Track usage over the die:
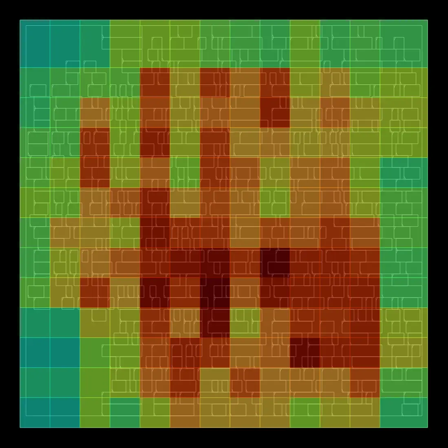
Placement by cell class:
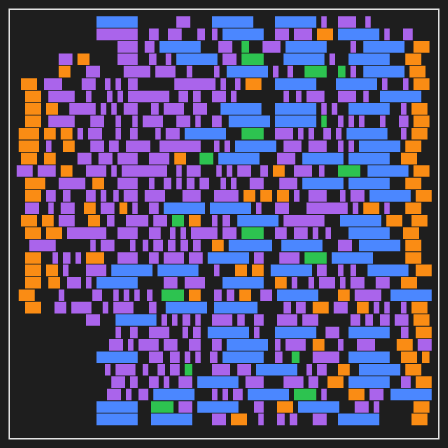
Sequential cells coloured by netlist name:
Other sequential cells in the stronger grey, the rest of the logic in the fainter grey.
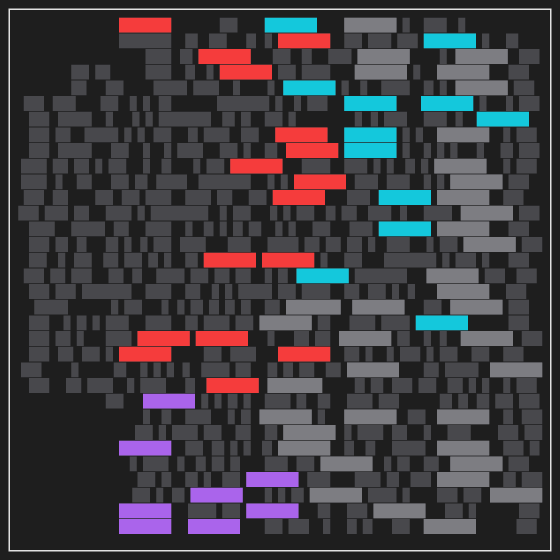
Placement density heat map:
The die is cut into 9 by 9 equal tiles; black is low, pale yellow is high, 0 to 100% covered.
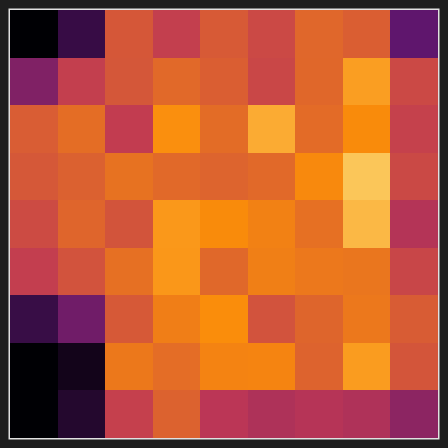
==> config.mk <==
export PLATFORM = sky130hd
export DESIGN_NAME = ad_seq_ctrl
export DESIGN_NICKNAME = d
export VERILOG_FILES = /design/src/rtl/ad_seq_ctrl.sv
export SDC_FILE = /design/constraint.sdc
export NUM_CORES = 1
export LEC_CHECK = 0
export CELL_PAD_IN_SITES_DETAIL_PLACEMENT = 1
export CELL_PAD_IN_SITES_GLOBAL_PLACEMENT = 1
export CORE_UTILIZATION = 46
export DETAILED_ROUTE_END_ITERATION = 12
export PLACE_DENSITY = 0.95
export SYNTH_ARGS = -nofsm -noshare
export SYNTH_HDL_FRONTEND = slang
export SYNTH_SLANG_ARGS = --single-unit
==> constraint.sdc <==
create_clock -name clk_sys -period 5.51 [get_ports clk_sys]
set_input_delay 1.3775 -clock clk_sys [delete_from_list [all_inputs] [get_ports clk_sys]]
set_output_delay 1.3775 -clock clk_sys [all_outputs]
set_load 0.01 [all_outputs]
==> impl_metrics.toml <==
# generated from flow reports
[run_status]
run_status = "complete, no violations"

[synthesis]
synth.most_common_cell = "dfrtp_1"
top_area_cell = "dfrtp_1"
yosys.area_share.aoi_pct = 4.62
synth-adder-area-share_pct = 9.37
synth.top_cell.area_share_pct = 45.9
ys.flop_type = "dfrtp_1"
ys_sh_xor_pct = 10.9
netlist_area_sq_mm = 0.00387
synth-seq-cells = 73
simple_gate_area_share_pct = 21.6
yosys-stat-area_sq_mm = 0.00387
ys_cells = 383
syn_area_per_cell_sq_um = 10.1
yosys-top-cells-area = "dfrtp_1 (46%), ha_1 (9.4%), nand2_1 (6.6%), xnor2_1 (5.4%), xor2_1 (5.4%)"
edf_count = 0
synthCells = 383
top_logic_kind = "simple AND/OR/NAND/NOR gates"
synth.distinct_cells = 44
top_cells_by_count = "dfrtp_1 (71), nand2_1 (68), nor2_1 (38)"
synth.area.mux_share_pct = 4.07
yosysSeqAreaShare_pct = 47.2
synth-async-reset-ratio_pct = 100
yosysWarnings = 0
fp_nets = 435

[final_layout]
buffers_excl_clock = 87
multiInputCombCellCount = 290
buf_share_pct = 15.4
antenna_cells = 0
inverters = 14
syn_to_final_growth_pct = 33.3
layout_top_cells = "dfrtp_1 (71), nand2_1 (66), clkdlybuf4s50_1 (51)"
largestClassByArea = "logic gates"
ff_count = 73
drive_above_1_share_pct = 22.1
layout.area.comb_sq_mm = 0.00219
final_cells = 585
fill_cells = 887
comb_share_pct = 42.4
fin_nets = 527
clk_share_pct = 3.17
clkbuf_count = 10
lay_top_count = "dfrtp_1"

[placement]
io_buffers = 55
place_inst = 561
dpl-instance-area_sq_mm = 0.00469
gp_congestion = 0.832
dp_hpwl_um = 7490

[run]
maxCapViolCount = 0
log.warning_count = 33

[route]
topRoutingLayerUsed = "met4"
ant_nets = 0
met1_length_um = 4800
via_per_inst = 5.66
num_vias = 3311
wl_met2_um = 6500
drcViolationCount = 0
first_pass_iters = 4
met3WireLength_um = 506
wl_per_cell_um = 21.2
drtIter0Drc = 182
wl_um = 12400

[worst_setup_path]
worstPathArrival_ps = 5730
r2r_slack_ps = 1820
critPathLaunchType = "primary input"
crit_slowest_cell = "or4_4"
crit_required_ps = 5760
crit_path_max_incr_delay_ps = 460
cp_top_family = "simple AND/OR/NAND/NOR gates"
crit_buf_inv = 2
crit_chain = "clkdlybuf4s50_1 -> or4_4 -> nor3_4 -> nand3_2 -> xnor2_2 -> nand2_1 -> ha_4 -> nand4_1 -> nor3_4 -> nand3b_1 -> a31oi_2 -> o41a_1 -> ha_2 -> nand3b_1 -> inv_2 -> ha_4 -> and3_1 -> nand3_2 -> nor2_2 -> nand4_1 -> xnor2_1"
reg2regPathDepth = 14
cp-end-kind = "flop"
crit_cells = 21
crit_fanout = 3
critPathKind = "in -> reg"

[sta]
hold_viol_final = 0
fmax_mhz = 183
setup_viol = 0
drv_slew = 0
fin_worst_skew_ps = 11.3
fin_crit_ps = 5480
finalSetupTns_ps = 0
tightest_slew_ps = 633
holdWs_ps = 495
slew_headroom_pct = 57.8
period_used_pct = 99.4

[cts]
path_clk_slew_ps = 80
insertion_delay_ps = 360
clockRootBuffer = "clkbuf_8"
cts_tree = "yes"
h-tree-depth = 3
clockBufferDepth = 2
cts-hold-fix-buffers = 0
cts_num_sinks = 73
cts_made_buffers = 9

[global_routing]
grt-ovfl-total = 0
antenna_found_initial = 0
grt_pass1_wl_um = 17500
grt_pass1_vias = 3533
grt_max_degree = 50
grt_use_met1_pct = 30.1

[pwr]
irDropWorstVdd_uv = 142
powerDensity_mw_per_mm2 = 334
power_leakage_nw = 2.47

[worst_hold_path]
hp-class = "reg -> reg"
hold_path_depth = 2

[floorplanning]
die_w_um = 93.8
die_y_um = 93.8
dieArea_sq_mm = 0.00879
n_tap_cell = 105
io_pins = 56
-- 'track usage over the die' (at the start) --
met2 Use GR: 46.4%
GRT Overall Usage: 26.2%
GR Layer Usage met3: 5.18%
busiest layer in global routing: met2

-- 'placement by cell class' (at the start) --
[purple] combinational and other logic | cells: 304
[orange] other buffers and delay cells | cells: 87
[green] clock drivers and dummy loads | cells: 16
[blue] flops | cells: 73
Final Util: 63.1%
Core ar.: 0.00818 sq mm
# rows: 33
cell area after layout: 0.00516 sq mm
flop share of the area: 35.4%

-- 'sequential cells coloured by netlist name' (at the start) --
[red] tmr_q | sequential cells: 16
[purple] cnt_q | sequential cells: 8
[cyan] shift_q | sequential cells: 12
Reg area: 0.00183 sq mm
Flop+latch power: 0.748 mW

-- 'placement density heat map' (at the start) --
fullest tile: 88%
emptiest ninth of the die: bottom left
mean over tiles: 57%
nearly empty tiles: 3.7%
floorplan core density: 47.4%

-- timing repair --
action,4_1_cts,5_1_grt
gates resized,8,40
gates cloned,0,1
pin swaps,6,19
setup buffers,2,5
setup endpoints to repair,23,26
-- per-stage QoR --
stage	setup slack [ps]	total power, mW
after floorplan	35.3	0.994
after global placement	-235	1.20
after detailed placement	-600	1.26
after CTS	-30.0	1.65
after global routing	-157	1.81
final	34.2	1.72
-- worst min-delay path: cells and delay by family (launching register included) --
family	cells	cell delay (ps)
DFF	1	360
and+or+nand+nor	2	120
-- power by group --
part | leakage [nW] | internal [mW] | total, mW | switching (mW)
Combinational | 1.41 | 0.296 | 0.607 | 0.311
Sequential | 0.977 | 0.632 | 0.748 | 0.117
Clock | 0.0858 | 0.161 | 0.370 | 0.209
Total | 2.47 | 1.09 | 1.72 | 0.636
No activity file was given, so power comes from the tool's default toggle rates.
